===== src/rtl/fp_norm_round.sv =====
// fp_norm_round: two-stage normalize and round/pack after the FP mantissa multiplier.
// Stage 1 normalizes the [1,4) mantissa product, stage 2 rounds, classifies and packs.
// Optional feature: define FPNR_RNE_EN for round-to-nearest-even; default is truncate.
module fp_norm_round #(
    parameter  int E    = 8,
    parameter  int M    = 23,
    localparam int BITS = 1 + M + E
) (
    input  logic              clk,
    input  logic              reset,
    input  logic              in_valid,
    output logic              in_ready,
    input  logic              in_sign,
    input  logic [E+1:0]      in_exp,
    input  logic [2*M+1:0]    in_man,
    input  logic              in_zero,
    input  logic              in_nan,
    output logic              out_valid,
    input  logic              out_ready,
    output logic [BITS-1:0]   result,
    output logic              zero,
    output logic              underflow,
    output logic              overflow,
    output logic              nan,
    input  logic              clr_sticky,
    output logic [3:0]        sticky_status
);

    localparam logic [E+1:0] EXP_MAX = (E+2)'((1 << E) - 1);

    // handshake
    logic w_s2_load;
    logic w_s1_load;
    logic r_s1_valid;

    assign w_s2_load = !out_valid || out_ready;
    assign w_s1_load = !r_s1_valid || w_s2_load;
    assign in_ready  = w_s1_load;

    // stage 1 normalize (combinational part)
    logic           w_hi;
    logic [M-1:0]   w_n_frac;
    logic [E+1:0]   w_n_exp;

    assign w_hi     = in_man[2*M+1];
    assign w_n_frac = w_hi ? in_man[2*M:M+1] : in_man[2*M-1:M];
    assign w_n_exp  = in_exp + {{(E+1){1'b0}}, w_hi};

    logic           r_s1_sign;
    logic [E+1:0]   r_s1_exp;
    logic [M-1:0]   r_s1_frac;
    logic           r_s1_zero;
    logic           r_s1_nan;

`ifdef FPNR_RNE_EN
    logic w_n_guard;
    logic w_n_sticky;
    logic r_s1_guard;
    logic r_s1_sticky;

    assign w_n_guard  = w_hi ? in_man[M] : in_man[M-1];
    assign w_n_sticky = w_hi ? |in_man[M-1:0] : |in_man[M-2:0];

    // stage 1 rounding bits, loaded alongside the normalized word
    always_ff @(posedge clk or posedge reset) begin
        if (reset) begin
            r_s1_guard  <= 1'b0;
            r_s1_sticky <= 1'b0;
        end else if (w_s1_load && in_valid) begin
            r_s1_guard  <= w_n_guard;
            r_s1_sticky <= w_n_sticky;
        end
    end
`else
    // truncation ignores everything below the kept fraction
    logic w_unused;
    assign w_unused = &{1'b0, in_man[M-1:0]};
`endif

    // stage 1 register: valid follows the input whenever the stage loads
    always_ff @(posedge clk or posedge reset) begin
        if (reset) begin
            r_s1_valid <= 1'b0;
            r_s1_sign  <= 1'b0;
            r_s1_exp   <= '0;
            r_s1_frac  <= '0;
            r_s1_zero  <= 1'b0;
            r_s1_nan   <= 1'b0;
        end else if (w_s1_load) begin
            r_s1_valid <= in_valid;
            if (in_valid) begin
                r_s1_sign <= in_sign;
                r_s1_exp  <= w_n_exp;
                r_s1_frac <= w_n_frac;
                r_s1_zero <= in_zero;
                r_s1_nan  <= in_nan;
            end
        end
    end

    // stage 2 round
    logic [M-1:0]   w_r_frac;
    logic [E+1:0]   w_r_exp;

`ifdef FPNR_RNE_EN
    logic w_inc;
    logic w_cy;
    assign w_inc             = r_s1_guard && (r_s1_sticky || r_s1_frac[0]);
    assign {w_cy, w_r_frac}  = {1'b0, r_s1_frac} + {{M{1'b0}}, w_inc};
    assign w_r_exp           = r_s1_exp + {{(E+1){1'b0}}, w_cy};
`else
    assign w_r_frac = r_s1_frac;
    assign w_r_exp  = r_s1_exp;
`endif

    // exponent range checks on the signed E+2-bit exponent
    logic w_ovf;
    logic w_unf;
    assign w_unf = w_r_exp[E+1] || (w_r_exp == '0);
    assign w_ovf = !w_r_exp[E+1] && (w_r_exp >= EXP_MAX);

    logic [BITS-1:0] w_res;
    logic [3:0]      w_flg;   // {nan, overflow, underflow, zero}

    // classification: nan, zero, overflow, underflow, normal, first match wins
    always_comb begin
        w_res = {r_s1_sign, w_r_exp[E-1:0], w_r_frac};
        w_flg = 4'b0000;
        if (r_s1_nan) begin
            w_res = {1'b0, {E{1'b1}}, 1'b1, {(M-1){1'b0}}};
            w_flg = 4'b1000;
        end else if (r_s1_zero) begin
            w_res = {r_s1_sign, {(BITS-1){1'b0}}};
            w_flg = 4'b0001;
        end else if (w_ovf) begin
            w_res = {r_s1_sign, {E{1'b1}}, {M{1'b0}}};
            w_flg = 4'b0100;
        end else if (w_unf) begin
            w_res = {r_s1_sign, {(BITS-1){1'b0}}};
            w_flg = 4'b0011;
        end
    end

    // stage 2 register: holds while the consumer stalls
    always_ff @(posedge clk or posedge reset) begin
        if (reset) begin
            out_valid <= 1'b0;
            result    <= '0;
            nan       <= 1'b0;
            overflow  <= 1'b0;
            underflow <= 1'b0;
            zero      <= 1'b0;
        end else if (w_s2_load) begin
            out_valid <= r_s1_valid;
            if (r_s1_valid) begin
                result                          <= w_res;
                {nan, overflow, underflow, zero} <= w_flg;
            end
        end
    end

    // sticky exception status; clear beats a same-cycle OR-in
    always_ff @(posedge clk or posedge reset) begin
        if (reset) begin
            sticky_status <= 4'b0000;
        end else if (clr_sticky) begin
            sticky_status <= 4'b0000;
        end else if (out_valid && out_ready) begin
            sticky_status <= sticky_status | {nan, overflow, underflow, zero};
        end
    end

endmodule


===== config.mk =====
export PLATFORM = sky130hd
export DESIGN_NAME = fp_norm_round
export DESIGN_NICKNAME = d
export VERILOG_FILES = /design/src/rtl/fp_norm_round.sv
export SDC_FILE = /design/constraint.sdc
export NUM_CORES = 1
export LEC_CHECK = 0
export ABC_AREA = 1
export CAP_MARGIN = 20
export CORE_ASPECT_RATIO = 1.5
export CORE_MARGIN = 8
export CORE_UTILIZATION = 50
export CTS_CLUSTER_DIAMETER = 30
export CTS_CLUSTER_SIZE = 40
export DETAILED_ROUTE_END_ITERATION = 8
export HOLD_SLACK_MARGIN = 0.15
export PLACE_DENSITY = 0.84
export SYNTH_ARGS = -nofsm -noshare
export SYNTH_HDL_FRONTEND = slang
export SYNTH_SLANG_ARGS = --single-unit

===== constraint.sdc =====
create_clock -name clk -period 7.7 [get_ports clk]
set_clock_uncertainty 0.2 [all_clocks]
set_input_delay 1.54 -clock clk [delete_from_list [all_inputs] [get_ports clk]]
set_output_delay 1.54 -clock clk [all_outputs]
set_load 0.05 [all_outputs]

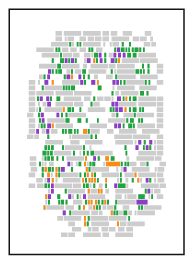
Run 1: logic cells by family
Drawn at 2 px/um.
Key: orange = NOR gates [cells 44]; green = NAND gates [cells 191]; purple = inverting AOI/OAI gates [cells 54]
final std cells w/o fill: 633
logic share of the area: 0.3082
most common logic cell in the routed design: nand2_1

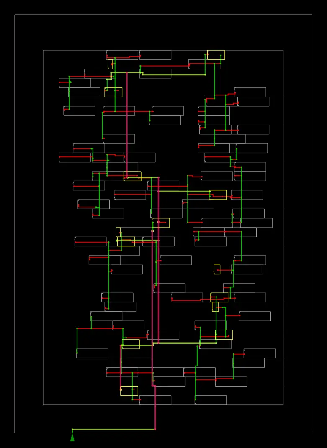
Run 1: clock routing
clk pwr: 0.260 mW
Sink Count: 78

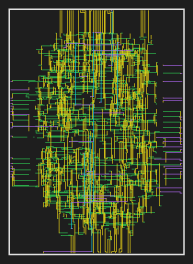
Run 1: wiring by layer
Drawn at 2 px/um.
Key: purple = met3 [wire length 431 um]; cyan = met4 [wire length 304 um]; yellow = met2 [wire length 4,610 um]; green = met1 [wire length 3,650 um]
Vias: 3,225
GRT Overall Usage: 0.1774

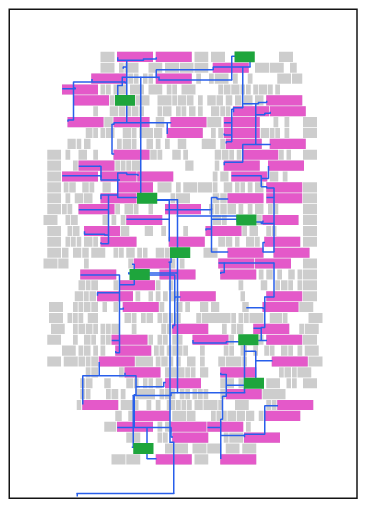
Run 1: clock distribution
Drawn at 4 px/um.
Key: magenta = flip-flops [count 78]; blue = clock wires [length 969 um]; green = cells driving clock nets [count 9]
There are 10 routed clock nets.

## run 1: registers in the layout (all words and copies together), names as in the netlist
register	cells
r_s1_valid	1
zero	1
r_s1_sign	1
underflow	1
sticky_status	4
r_s1_zero	1
overflow	1
r_s1_exp	10
out_valid	1
result	32
r_s1_frac	23
r_s1_nan	1
nan	1
## run 1: routing by layer
layer,routed length (um),share of wire
met4,303,0.034
met3,431,0.048
met2,4606,0.51
met1,3650,0.41
met5,0,0
## run 1: worst register-to-register path, cell delays in order (launching register included)
cell     delay [ns]
dfrtp_1        0.46
nand3_2        0.15
nand2_2        0.55
inv_2          0.46
nand3_1        0.22
o21ai_1        0.08
## run 1: power breakdown
part	switching [mW]	leakage, nW	internal [mW]
clock	0.139	0.0821	0.121
sequential	0.0484	0.974	0.485
combinational	0.301	1.25	0.153
total	0.488	2.31	0.759
## run 1: metrics by stage
| stage | hold WS [ns] | cells | instance area (um2) |
|---|---|---|---|
| floorplan | 0.2491 | 456 | 3736 |
| global placement | 0.2620 | 619 | 4549 |
| finish | 0.2839 | 633 | 4705 |
| global route | 0.3101 | 633 | 4705 |
| CTS | 0.2868 | 633 | 4705 |
| detailed placement | 0.2647 | 619 | 4549 |
## run 1: area by class of cell
type                    instances  share of cell area
flip-flops and latches         78              0.4149
multi-input cells             311              0.3082
repair buffers                 86              0.1819
inverters                      44             0.03537
clock buffers                  12             0.03085
well taps                     100             0.02660
clock inverters                 2            0.002128
## run 1: cell families (layout without fill, tap and decap cells)
logic type,count (synthesis),in the layout,synth area share
compound gates,56,56,0.08305
flops,78,78,0.5224
simple gates,252,252,0.2960
xor+xnor,1,1,0.002345
buf+inv,67,144,0.08941
fa+ha+maj,2,2,0.006697
==> impl_metrics.ini, run 1 <==
; generated from flow reports
[run_status]
status = completed

[yosys]
numSynthFlops = 78
area_leaders = dfrtp_1, nand2_1, inv_1
ys_cells = 456
fp_nets = 524
ys_chip_area_um2 = 3736

[floorplanning]
ios = 108
core_region_area_um2 = 7227
num_rows = 38

[setup_path]
crit_start = out_ready
critPathMaxStageDelay_ns = 0.82
critical_path_class = in -> out
rrSetupSlack_ns = 5.45
path_common_cell = clkdlybuf4s50_1

[routing]
drcViolationCount = 0
antenna_left = 0
wl_mm = 8.991

[finish]
nets = 598
seq_area_um2 = 1952
area_delta_synth_final_pct = 25.92
num-fill-cells = 648

[sta]
setup_viol = 0
period_needed_ns = 4.744
tightest_slew_ns = 0.9849
setup_slack_ns = 2.956
finalHoldViolCount = 0

[global_route]
use_met2 = 0.3041
grt_busiest_layer = met2
grt_pass1_vias = 3136

[clock_tree]
cts_hold_buffers = 0
postCtsSetupBuffers = 0
cts-buffers-inserted = 9
cts_tree = built

[hold_path]
min_delay_worst_endpoint = result[4]
hold_path.class = reg -> reg

[pwr]
peakVddDrop_mv = 0.1209
Run 1, met3 routing:
Drawn at 4 px/um.
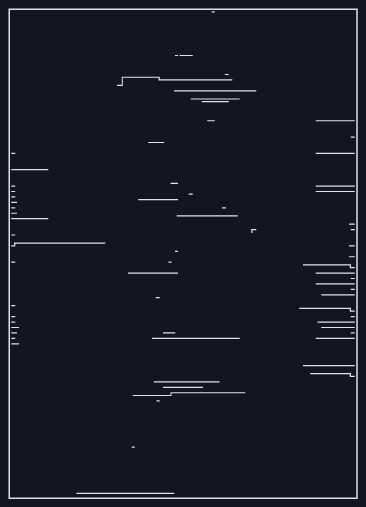

==> run 2, diff against run 1 <==
--- a/config.mk
+++ b/config.mk
@@ -9,12 +9,12 @@
 export CAP_MARGIN = 20
 export CORE_ASPECT_RATIO = 1.5
 export CORE_MARGIN = 8
-export CORE_UTILIZATION = 50
+export CORE_UTILIZATION = 48
 export CTS_CLUSTER_DIAMETER = 30
 export CTS_CLUSTER_SIZE = 40
 export DETAILED_ROUTE_END_ITERATION = 8
 export HOLD_SLACK_MARGIN = 0.15
-export PLACE_DENSITY = 0.84
+export PLACE_DENSITY = 0.81
 export SYNTH_ARGS = -nofsm -noshare
 export SYNTH_HDL_FRONTEND = slang
 export SYNTH_SLANG_ARGS = --single-unit
==> constraint.sdc (replaced) <==
create_clock -name clk -period 4.5 [get_ports clk]
set_clock_uncertainty 0.2 [all_clocks]
set_input_delay 0.9 -clock clk [delete_from_list [all_inputs] [get_ports clk]]
set_output_delay 0.9 -clock clk [all_outputs]
set_load 0.05 [all_outputs]
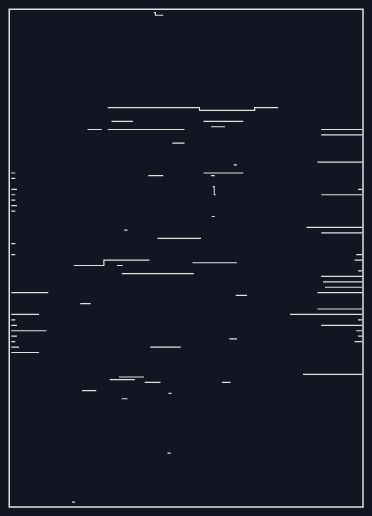
Run 2: met3 routing
Drawn at 4 px/um.
The longest straight run is 22.8 um. 58 nets have wire on it.
Vias: 3,238
drt total wl: 9.025 mm

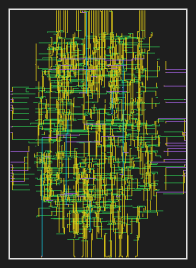
Run 2: wiring by layer
Drawn at 2 px/um.
Key: yellow = met2 [wire length 4,700 um]; green = met1 [wire length 3,690 um]; purple = met3 [wire length 410 um]; cyan = met4 [wire length 225 um]
post-DR wirelength/cell: 14.15 um
GRT Overall Usage: 0.1716

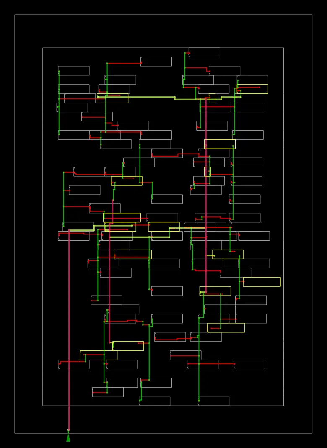
Run 2: clock routing
Num CTS Buffers: 9
seq_cells: 78
clk pwr: 0.934 mW

==> impl_metrics.ini, run 2 <==
; generated from flow reports
[run_status]
status = completed

[finish]
largest_register = result
largest_reg_flops = 32
num-fill-cells = 633
area_delta_synth_final_pct = 32.22
mostFrequentLayoutCell = nand2_1
reg_top3 = result x32, r_s1_frac x23, r_s1_exp x10
nets = 598
fin_area_um2 = 4940

[yosys]
fp_nets = 524
logic_family = simple AND/OR/NAND/NOR gates
numSynthFlops = 78
synth-simple-area-share = 0.2960
area_leaders = dfrtp_1, nand2_1, inv_1
mux_share = 0
syn_inst = 456
ys_cells = 456
synth-xor-area-share = 0.002344
most_common_cell = nand2_1
syn_avg_cell_area_um2 = 8.193
adder_share = 0.006698
ys.flop_type = dfrtp_1
ys_sh_aoi = 0.08305
synth-edff-count = 0
ys_chip_area_um2 = 3736

[hold_path]
worstHoldStart = result[6]
min_delay_worst_endpoint = result[6]
hold_path.class = reg -> reg

[setup_path]
worst_path_max_delay_cell = clkdlybuf4s50_1
critPathLaunchType = primary input
r2r_start = out_valid
critical_path_class = in -> out
critPathMaxStageDelay_ns = 0.81
path_common_cell = clkdlybuf4s50_1
rrSetupSlack_ns = 2.26
cp_cell_sequence = clkdlybuf4s50_1 > inv_2 > nand3_2 > clkdlybuf4s50_1

[floorplanning]
ios = 108
num_rows = 39
fp.dieW_um = 88.04
die_h_um = 124.1
core_region_area_um2 = 7564
floorplan.core_util = 0.4940

[clock_tree]
clock-sinks = 78
postCtsSetupBuffers = 0
cts_hold_buffers = 0
post_cts_resize_count = 0
clock.latency.late_pin_ns = 0.33
cts_tree = built

[job]
maxCapViolations = 0

[sta]
tightest_slew_ns = 1.020
setup_viol = 0
finalHoldViolCount = 0
timing.fmax_mhz = 289.3
period_needed_ns = 3.456
maxSlewHeadroom = 0.3190

[pwr]
peakVddDrop_mv = 0.3171
power.leakage_nw = 2.415
p_per_area_nw_per_um2 = 531.1

[global_route]
antenna_found_initial = 0
grt_overflow_total = 0
use_met2 = 0.3099
grt_pass1_vias = 3146
grt_max_degree = 55
grt_busiest_layer = met2

[placed_design]
hpwl_mm = 6.082
place_area_um2 = 4552

[routing]
drcViolationCount = 0
antenna_left = 0
[run 2: cell counts after synthesis]
No cell type changed its count.
[run 2: final cells by class]
cell class,instances,area [um2],share of cell area
Antenna cell,1,2.502,0.0005066
Sequential cell,78,1952,0.3951
Inverter,44,166.4,0.03369
Clock inverter,7,160.2,0.03242
Clock buffer,9,225.2,0.04559
Tap cell,102,127.6,0.02584
Multi-Input combinational cell,311,1450,0.2936
Timing Repair Buffer,86,855.8,0.1733
[run 2: routing by layer]
layer | wire, um | share of wire | up-vias
li1 | - | - | 1605
met1 | 3688 | 0.41 | 1524
met2 | 4701 | 0.52 | 92
met3 | 410 | 0.045 | 17
met4 | 224 | 0.025 | 0
met5 | 0 | 0 | -
[run 2: power by group]
part / internal, mW / total, mW / switching, mW
clock: 0.652 / 0.934 / 0.282
sequential: 0.830 / 0.912 / 0.0821
combinational: 0.262 / 0.777 / 0.515
total: 1.74 / 2.62 / 0.879
[run 2: through the flow]
step	instances	setup WS, ns	hold WS (ns)
global placement	621	1.034	0.2631
CTS	637	1.032	0.2807
global route	637	0.9832	0.2942
finish	638	1.044	0.2746
floorplan	456	1.405	0.2491
detailed placement	621	1.042	0.2646
[run 2: cell families after synthesis]
logic type / after synthesis
adder cells (fa/ha/maj): 2
flip-flops: 78
AND/OR/NAND/NOR: 252
buffers and inverters: 67
AND-OR/OR-AND: 56
XOR/XNOR: 1
[run 2: how the worst max path moves through the flow]
stage                     slack (ns)       end       from  cells past startpoint
after floorplan                 1.40       nan      reset                      1
after global placement          1.03  in_ready  out_ready                      4
after detailed placement        1.04  in_ready  out_ready                      4
after CTS                       1.03  in_ready  out_ready                      4
after global routing            0.98  in_ready  out_ready                      4
final                           1.04  in_ready  out_ready                      4
Power is estimated from default activity; no workload was simulated.
